**Run 1: power grid**

Bar = 20 um. Pins as bars on the die edge. Tap cells in grey.
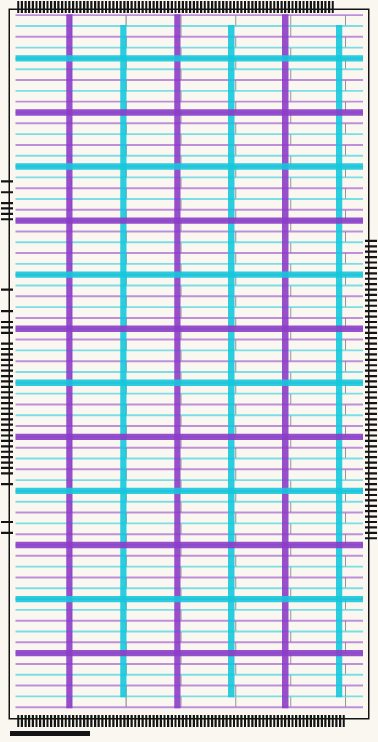
**Run 1: nets reached from selected ports**

Bar = 20 um.
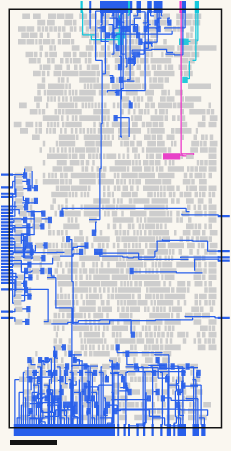
**Run 1: local utilization**

Bar = 20 um. 9 x 18 tiles, from white (low) to dark blue (high), 0 to 100% covered.
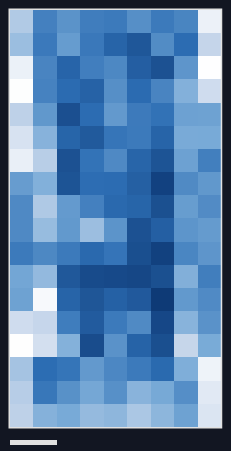
### config.mk
export PLATFORM = sky130hd
export DESIGN_NAME = cmp_arbiter_flat
export DESIGN_NICKNAME = d
export VERILOG_FILES = /design/src/rtl/cmp_arbiter_if.sv /design/src/rtl/cmp_arbiter.sv /design/src/flat_wrapper.sv
export SDC_FILE = /design/constraint.sdc
export NUM_CORES = 1
export LEC_CHECK = 0
export ABC_AREA = 1
export CORE_ASPECT_RATIO = 2
export CORE_UTILIZATION = 39
export DETAILED_ROUTE_END_ITERATION = 8
export PLACE_DENSITY = 0.79
export SETUP_SLACK_MARGIN = 0.02
export SYNTH_ARGS = -nofsm -noshare
export SYNTH_HDL_FRONTEND = slang
export SYNTH_SLANG_ARGS = --single-unit
### constraint.sdc
create_clock -name clk -period 3.1 [get_ports clk]
set_input_delay 0.775 -clock clk [delete_from_list [all_inputs] [get_ports clk]]
set_output_delay 0.775 -clock clk [all_outputs]
set_load 0.02 [all_outputs]
### src/rtl/cmp_arbiter_if.sv
// Request/response bundle between the requester side and the shared comparator arbiter.
//   req_valid/req_ready : per-requester handshake, req_ready one-hot or zero
//   req_a/req_b         : packed operands, requester i at [i*N +: N]
//   req_unsigned        : per-requester unsigned-compare select (only with CMP_ARB_UNSIGNED_EN)
//   rsp_*               : single result channel (valid/ready, id, eq, lt)
// Modports: master = requester/consumer side, slave = arbiter side.
interface cmp_arbiter_if #(
    parameter int unsigned N       = 32,
    parameter int unsigned NUM_REQ = 4,
    parameter int unsigned ID_W    = $clog2(NUM_REQ)
) ();
    logic [NUM_REQ-1:0]   req_valid;
    logic [NUM_REQ-1:0]   req_ready;
    logic [NUM_REQ*N-1:0] req_a;
    logic [NUM_REQ*N-1:0] req_b;
`ifdef CMP_ARB_UNSIGNED_EN
    logic [NUM_REQ-1:0]   req_unsigned;
`endif
    logic                 rsp_valid;
    logic                 rsp_ready;
    logic [ID_W-1:0]      rsp_id;
    logic                 rsp_eq;
    logic                 rsp_lt;

    modport master (
`ifdef CMP_ARB_UNSIGNED_EN
        output req_unsigned,
`endif
        output req_valid, req_a, req_b, rsp_ready,
        input  req_ready, rsp_valid, rsp_id, rsp_eq, rsp_lt
    );

    modport slave (
`ifdef CMP_ARB_UNSIGNED_EN
        input  req_unsigned,
`endif
        input  req_valid, req_a, req_b, rsp_ready,
        output req_ready, rsp_valid, rsp_id, rsp_eq, rsp_lt
    );
endinterface

### src/rtl/cmp_arbiter.sv
// Round-robin arbiter sharing one equality + less-than comparator among NUM_REQ requesters.
// One request in flight: IDLE (grant) -> EVAL (compare) -> RESP (hold result until accepted).
// Ports:
//   clk    : clock, rising edge
//   rst_n  : synchronous active-low reset
//   bus    : cmp_arbiter_if.slave (request handshake, operands, response channel)
// Optional feature macro: CMP_ARB_UNSIGNED_EN adds per-requester unsigned less-than select.
module cmp_arbiter #(
    parameter int unsigned N       = 32,
    parameter int unsigned NUM_REQ = 4,
    parameter int unsigned ID_W    = $clog2(NUM_REQ)
) (
    input  logic          clk,
    input  logic          rst_n,
    cmp_arbiter_if.slave  bus
);

    typedef enum logic [1:0] {
        IDLE = 2'd0,
        EVAL = 2'd1,
        RESP = 2'd2
    } state_e;

    state_e          state_q;
    logic [ID_W-1:0] rr_ptr_q;
    logic [N-1:0]    a_q;
    logic [N-1:0]    b_q;
    logic [ID_W-1:0] id_q;
`ifdef CMP_ARB_UNSIGNED_EN
    logic            uns_q;
`endif
    logic            rsp_valid_q;
    logic [ID_W-1:0] rsp_id_q;
    logic            rsp_eq_q;
    logic            rsp_lt_q;

    logic               found;
    logic [ID_W-1:0]    win;
    logic [NUM_REQ-1:0] grant;
    logic [N-1:0]       sel_a;
    logic [N-1:0]       sel_b;
    logic               hs;
    logic [ID_W-1:0]    next_ptr;
    logic               eq_res;
    logic               lt_res;

    // Rotating priority search: first valid requester at or after rr_ptr, modulo NUM_REQ.
    always_comb begin
        int unsigned idx;
        found = 1'b0;
        win   = '0;
        idx   = 0;
        for (int unsigned i = 0; i < NUM_REQ; i++) begin
            idx = 32'(rr_ptr_q) + i;
            if (idx >= NUM_REQ) idx = idx - NUM_REQ;
            if (!found && bus.req_valid[ID_W'(idx)]) begin
                found = 1'b1;
                win   = ID_W'(idx);
            end
        end
    end

    // Operand mux for the current winner.
    always_comb begin
        sel_a = '0;
        sel_b = '0;
        for (int unsigned i = 0; i < NUM_REQ; i++) begin
            if (ID_W'(i) == win) begin
                sel_a = bus.req_a[i*N +: N];
                sel_b = bus.req_b[i*N +: N];
            end
        end
    end

    // Grant only offered in IDLE and never while reset is asserted.
    assign grant         = (rst_n && state_q == IDLE && found) ? (NUM_REQ'(1) << win) : '0;
    assign bus.req_ready = grant;
    assign hs            = |(bus.req_valid & grant);
    assign next_ptr      = (win == ID_W'(NUM_REQ - 1)) ? '0 : win + ID_W'(1);

    // Direct magnitude compares, no subtract-and-sign so no overflow corner.
    assign eq_res = (a_q == b_q);
`ifdef CMP_ARB_UNSIGNED_EN
    assign lt_res = uns_q ? (a_q < b_q) : ($signed(a_q) < $signed(b_q));
`else
    assign lt_res = $signed(a_q) < $signed(b_q);
`endif

    // Control FSM and registered result channel.
    always_ff @(posedge clk) begin
        if (!rst_n) begin
            state_q     <= IDLE;
            rr_ptr_q    <= '0;
            a_q         <= '0;
            b_q         <= '0;
            id_q        <= '0;
`ifdef CMP_ARB_UNSIGNED_EN
            uns_q       <= 1'b0;
`endif
            rsp_valid_q <= 1'b0;
            rsp_id_q    <= '0;
            rsp_eq_q    <= 1'b0;
            rsp_lt_q    <= 1'b0;
        end else begin
            case (state_q)
                IDLE: begin
                    if (hs) begin
                        a_q      <= sel_a;
                        b_q      <= sel_b;
                        id_q     <= win;
`ifdef CMP_ARB_UNSIGNED_EN
                        uns_q    <= bus.req_unsigned[win];
`endif
                        rr_ptr_q <= next_ptr;
                        state_q  <= EVAL;
                    end
                end
                EVAL: begin
                    rsp_eq_q    <= eq_res;
                    rsp_lt_q    <= lt_res;
                    rsp_id_q    <= id_q;
                    rsp_valid_q <= 1'b1;
                    state_q     <= RESP;
                end
                RESP: begin
                    if (rsp_valid_q && bus.rsp_ready) begin
                        rsp_valid_q <= 1'b0;
                        state_q     <= IDLE;
                    end
                end
                default: begin
                    rsp_valid_q <= 1'b0;
                    state_q     <= IDLE;
                end
            endcase
        end
    end

    assign bus.rsp_valid = rsp_valid_q;
    assign bus.rsp_id    = rsp_id_q;
    assign bus.rsp_eq    = rsp_eq_q;
    assign bus.rsp_lt    = rsp_lt_q;

endmodule
### src/flat_wrapper.sv
// flat-port wrapper written by rule: the top's interface ports become plain ports
module cmp_arbiter_flat 
#(
    parameter int unsigned N       = 32,
    parameter int unsigned NUM_REQ = 4,
    parameter int unsigned ID_W    = $clog2(NUM_REQ)
)
  (clk, rst_n, bus_req_valid, bus_req_a, bus_req_b, bus_rsp_ready, bus_req_ready, bus_rsp_valid, bus_rsp_id, bus_rsp_eq, bus_rsp_lt);
  cmp_arbiter_if #(.N(N), .NUM_REQ(NUM_REQ), .ID_W(ID_W)) bus_i ();
  input  logic clk;
  input  logic rst_n;
  input wire logic [$bits(bus_i.req_valid)-1:0] bus_req_valid;
  input wire logic [$bits(bus_i.req_a)-1:0] bus_req_a;
  input wire logic [$bits(bus_i.req_b)-1:0] bus_req_b;
  input wire logic [$bits(bus_i.rsp_ready)-1:0] bus_rsp_ready;
  output wire logic [$bits(bus_i.req_ready)-1:0] bus_req_ready;
  output wire logic [$bits(bus_i.rsp_valid)-1:0] bus_rsp_valid;
  output wire logic [$bits(bus_i.rsp_id)-1:0] bus_rsp_id;
  output wire logic [$bits(bus_i.rsp_eq)-1:0] bus_rsp_eq;
  output wire logic [$bits(bus_i.rsp_lt)-1:0] bus_rsp_lt;
  assign bus_i.req_valid = bus_req_valid;
  assign bus_i.req_a = bus_req_a;
  assign bus_i.req_b = bus_req_b;
  assign bus_i.rsp_ready = bus_rsp_ready;
  assign bus_req_ready = bus_i.req_ready;
  assign bus_rsp_valid = bus_i.rsp_valid;
  assign bus_rsp_id = bus_i.rsp_id;
  assign bus_rsp_eq = bus_i.rsp_eq;
  assign bus_rsp_lt = bus_i.rsp_lt;
  cmp_arbiter #(.N(N), .NUM_REQ(NUM_REQ), .ID_W(ID_W)) u_core (.clk(clk), .rst_n(rst_n), .bus(bus_i));
endmodule
==> impl_metrics.yaml, run 1 <==
# flow metrics
clock_network:
  root_buffer: "clkbuf_16"
  cts_tree: "yes"
  ctsHoldBuffers: 0
  ctsResizeCount: 66
  cts_inserted_buffers: 9
  htree_num_levels: 3
  clk_path_buf_depth: 2
  cts.sinks: 75
  post_cts.repair.setup_buffers: 5
  clk_latency_ns: 0.34
  clk_pin_slew_worst_paths_ns: 0.06
yosys:
  yosys.area.top_type_share_pct: 24.8
  syn_inst: 1048
  synth.distinct_cells: 26
  yosysChipArea_um2: 6050
  ys.flops: 75
  top_cell: "nand2_1"
  yosys.stat.seqShare_pct: 24.8
  yosysWarningCount: 0
  yosys_cells: 1048
  synthesis.nets: 1347
  synth.cells.most_frequent: "nand2_1 (265), o21ai_0 (187), nor2_1 (152), a21oi_1 (84)"
  topCellsByArea: "dfxtp_1 (25%), nand2_1 (16%), o21ai_0 (15%), nor2_1 (9.4%), ha_1 (7.4%)"
  postSynth.asyncResetShare_pct: 0
  postSynthAreaPerCell_um2: 5.77
  yosys.area.top_type: "dfxtp_1"
  flop_cell: "dfxtp_1"
  edf_count: 0
  netlist_area_um2: 6050
cells_and_area:
  nets: 1604
  areaGrowthSynthToFinish_pct: 62.7
  final_core_util_pct: 64.7
  nonClkBufAreaFrac_pct: 34.5
  layout_top_cell: "clkdlybuf4s50_1"
  reg_top3: "u_core.a_q: 32 flops, u_core.b_q: 32 flops"
  num_antenna_cells: 1
  drive_above_1_share_pct: 8.93
  num-nonclk-buffers: 322
  finalNonFillerCells: 1509
  comb_share_pct: 41.6
  num-multi-input-gates: 825
  final-clk-cell-share_pct: 3.24
  flops: 75
  largest_cell_class: "combinational gates"
  nFillCells: 1414
  finalInstanceArea_um2: 9840
  lay_top_cells: "clkdlybuf4s50_1 (262), nand2_1 (256), o21ai_0 (185)"
  logic_area_um2: 4100
  nNonClkInverters: 72
  regArea_um2: 1510
  nClkBuffers: 10
  seq_share_pct: 15.3
min_path:
  hold_end: "u_core.bus.rsp_id[0]"
  min_delay_path_depth: 2
  hp-class: "flip-flop to flip-flop"
  min_from: "u_core.id_q[0]"
die:
  fp_util_pct: 39.7
  die_area_um2: 16000
  fp.dieW_um: 90.1
  n_tap_cell: 198
  die_h_um: 178
  core-area_um2: 15200
  rows: 64
placement:
  dp_cells: 1480
  dpl_cell_area_um2: 9100
  hpwl_mm: 17.4
  post-place-ws_ns: -0.902
  gp_congestion: 0.900
pwr:
  p_int_w: 0.00494
  comb-power_w: 0.00737
  swShare_pct: 49.8
  pwr-share-comb_pct: 74.9
  switchingPower_w: 0.00490
  peakVddDrop_v: 0.000427
  p_seq_w: 0.00135
  power.density_nw_per_um2: 1000
  p_clk_w: 0.00112
  power_frac_seq_pct: 13.7
  power_leakage_nw: 4.42
  power_leader: "combinational cells"
  clkPwrFrac_pct: 11.4
  power.total_w: 0.00984
route:
  first_pass_iters: 5
  vias: 7789
  routed.top_layer: "met4"
  drtAntennaViolNets: 0
  drt_wl_total_mm: 25.8
  detail_route.wirelength.met1_mm: 9.34
  wl_met2_mm: 13.8
  via_per_inst: 5.16
  wl_met3_mm: 1.29
  drc: 0
  drt_iter0_drc: 432
  wl_per_cell_um: 17.1
sta:
  fmax_ghz: 0.332
  rsz0062_at_grt: "no"
  post-route-period-util_pct: 97.1
  relSlewSlack_pct: 49.8
  finalSetupViolations: 0
  hold_violations: 0
  fin_crit_ns: 3.01
  worst_slack_ns: 0.0892
  hold_ws_ns: 0.462
  worst_slew_pin_slew_ns: 0.752
  tns_ns: 0
  fin_worst_skew_ns: 0.00382
  maxSlewViolCount: 0
critical_path:
  crit_fanout: 4
  cp.arrival_ns: 2.24
  reg2reg_depth: 19
  worstSetupEndpoint: "bus_req_ready[1]"
  r2r_start: "u_core.rr_ptr_q[0]"
  cp_common_cell: "nand2_2"
  critPathMaxStageDelay_ns: 0.17
  timing.rr.end: "u_core.a_q[19]"
  critical_path.cell_chain: "buf_2 -> nand2_1 -> nand2_2 -> nand2_2 -> nand2_4 -> nor2_4 -> nand2_2 -> o211ai_1 -> nand3_4 -> inv_4 -> ha_4 -> inv_2 -> nor2_4 -> buf_6"
  critPathLaunchType: "input pin"
  cp.required_ns: 2.32
  worstSetupPathType: "input pin to primary output"
  cp-startpoint: "bus_req_valid[0]"
  ff2ff_setup_slack_ns: 0.19
  critPathSlowestCell: "nand3_4"
  end_kind: "primary output"
global_routing:
  antenna_found_initial: 1
  grt_first_pass_wirelength_mm: 37.6
  grt_pass1_vias: 7564
  grt-ovfl-total: 0
  grt.total_usage_pct: 30.0
  grt_max_degree: 91
flow_run:
  warnings: 30
  cap_violations: 0
run_status:
  status: "finished, final reports clean"
-- 'power grid' (at the start) --
| colour | net |
|---|---|
| cyan | VDD |
| purple | VSS |
met5 straps: 12
rows: 64
signal pins: 272
met1 rails: 65

-- 'nets reached from selected ports' (at the start) --
| colour | port | direction | edge | end cells | wire |
|---|---|---|---|---|---|
| blue | bus_req_b | input | 66 south, 32 west, 25 north, 5 east | 128 | 3330 um |
| cyan | bus_req_ready | output | north | 4 | 87.1 um |
| magenta | bus_rsp_lt | output | north | 1 | 70.3 um |
number of port buffers: 271
I/O Pins: 272

-- 'local utilization' (at the start) --
nearly empty tiles: 1.9%
emptiest ninth of the die: south-west
fullest tile: 96%
tiles over 75% full: 29%
mean over tiles: 60%

-- run 1: cell families after synthesis --
| family | after synthesis | share of synthesized area, % |
|---|---|---|
| and+or+nand+nor | 512 | 34.5 |
| AOI/OAI and AO/OA | 277 | 23.2 |
| buffers and inverters | 148 | 10.1 |
| DFF | 75 | 24.8 |
| adders and majority gates | 36 | 7.45 |
-- run 1: layer usage --
layer / global-route usage [%] / up-vias
li1: - / 3948
met1: 31.9 / 3487
met2: 56.8 / 279
met3: 3.75 / 75
met4: 15.7 / 0
met5: 0 / -
-- run 1: critical path, delay by kind of cell --
| family | cells | cell delay, ns |
|---|---|---|
| simple gates | 8 | 0.76 |
| buf+inv | 4 | 0.41 |
| fa+ha+maj | 1 | 0.15 |
| compound gates | 1 | 0.13 |
## Run 2: what changed since run 1
--- a/config.mk
+++ b/config.mk
@@ -8,6 +8,7 @@
 export ABC_AREA = 1
 export CORE_ASPECT_RATIO = 2
 export CORE_UTILIZATION = 39
+export CTS_CLUSTER_SIZE = 12
 export DETAILED_ROUTE_END_ITERATION = 8
 export PLACE_DENSITY = 0.79
 export SETUP_SLACK_MARGIN = 0.02
**Run 2: where the registers sit**

Bar = 20 um. Other sequential cells in the stronger grey, the rest of the logic in the fainter grey.
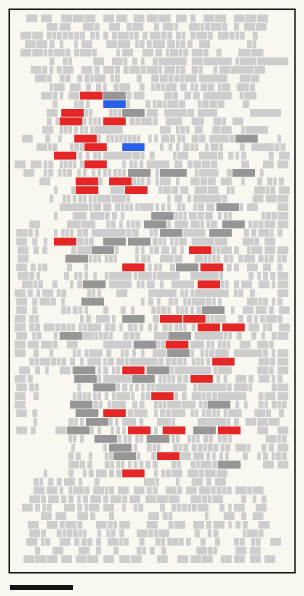
| colour | signal | sequential cells |
|---|---|---|
| blue | u_core.id_q | 2 |
| red | u_core.a_q | 32 |
not coloured: 41

**Run 2: nets reached from selected ports**

Bar = 20 um.
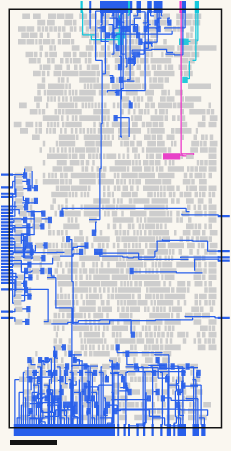

==> run 2 against run 1 <==
Effect of this change:
- setup slack unchanged
- largest cell class unchanged
- first-iteration DRC count unchanged
- via count unchanged
- die size unchanged
- sequential share of layout area unchanged
- highest routed layer unchanged
- critical path depth unchanged
==> impl_metrics.yaml, run 2 <==
# flow metrics
sta:
  worst_slew_pin_slew_ns: 0.752
  maxSlewViolCount: 0
  fin_crit_ns: 3.01
  fmax_ghz: 0.332
  worst_slack_ns: 0.0892
  hold_ws_ns: 0.462
  hold_violations: 0
  relSlewSlack_pct: 49.8
cells_and_area:
  finalNonFillerCells: 1509
  drive_above_1_share_pct: 8.93
  regArea_um2: 1510
  nFillCells: 1414
  nets: 1604
  final_core_util_pct: 64.7
global_routing:
  grt.met3_usage_pct: 3.75
  grt_first_pass_wirelength_mm: 37.6
  grt_pass1_vias: 7564
  gr-usage-met2_pct: 56.8
  grt.total_usage_pct: 30.0
  grt_max_degree: 91
pwr:
  p_seq_w: 0.00135
  pwr-share-comb_pct: 74.9
  peakVddDrop_v: 0.000427
  swShare_pct: 49.8
  switchingPower_w: 0.00490
  power.density_nw_per_um2: 1000
  p_clk_w: 0.00112
  comb-power_w: 0.00737
yosys:
  yosys.area.top_type_share_pct: 24.8
  postSynthAreaPerCell_um2: 5.77
  yosys.area.top_type: "dfxtp_1"
  top_cell: "nand2_1"
  flop_cell: "dfxtp_1"
  yosys.stat.seqShare_pct: 24.8
  ys.flops: 75
  edf_count: 0
  netlist_area_um2: 6050
  yosys_cells: 1048
  syn_inst: 1048
critical_path:
  cp.arrival_ns: 2.24
  end_kind: "primary output"
  crit_fanout: 4
  ff2ff_setup_slack_ns: 0.19
  critPathLaunchType: "input pin"
  worstSetupEndpoint: "bus_req_ready[1]"
  r2r_start: "u_core.rr_ptr_q[0]"
  cp.depth: 14
  reg2reg_depth: 19
clock_network:
  htree_num_levels: 3
  cts.sinks: 75
  cts_tree: "yes"
  cts_inserted_buffers: 9
placement:
  gp_congestion: 0.900
  hpwl_mm: 17.4
  dpl_cell_area_um2: 9100
  dp_cells: 1480
die:
  core-area_um2: 15200
  die_h_um: 178
  die_area_um2: 16000
  rows: 64
route:
  drtAntennaViolNets: 0
  vias: 7789
  wl_met2_mm: 13.8
  wl_per_cell_um: 17.1
run_status:
  status: "finished, final reports clean"
min_path:
  min_from: "u_core.id_q[0]"
  min_delay_path_depth: 2
[run 2: area by class of cell]
type,instances,share of cell area [%]
tap,198,2.52
antenna,1,0.0254
clock inverter,6,0.916
inverter,72,2.80
sequential,75,15.3
clock buffer,10,2.33
multi-input combinational,825,41.6
timing repair buffer,322,34.5
[run 2: cells by family (layout without fill, tap and decap cells)]
logic type | after synthesis | count (layout) | synth area share, %
AND-OR/OR-AND | 277 | 277 | 23.2
adder cells (fa/ha/maj) | 36 | 36 | 7.45
buffers and inverters | 148 | 410 | 10.1
flip-flops | 75 | 75 | 24.8
other | 0 | 1 | 0
AND/OR/NAND/NOR | 512 | 512 | 34.5
Power is estimated from default activity; no workload was simulated.
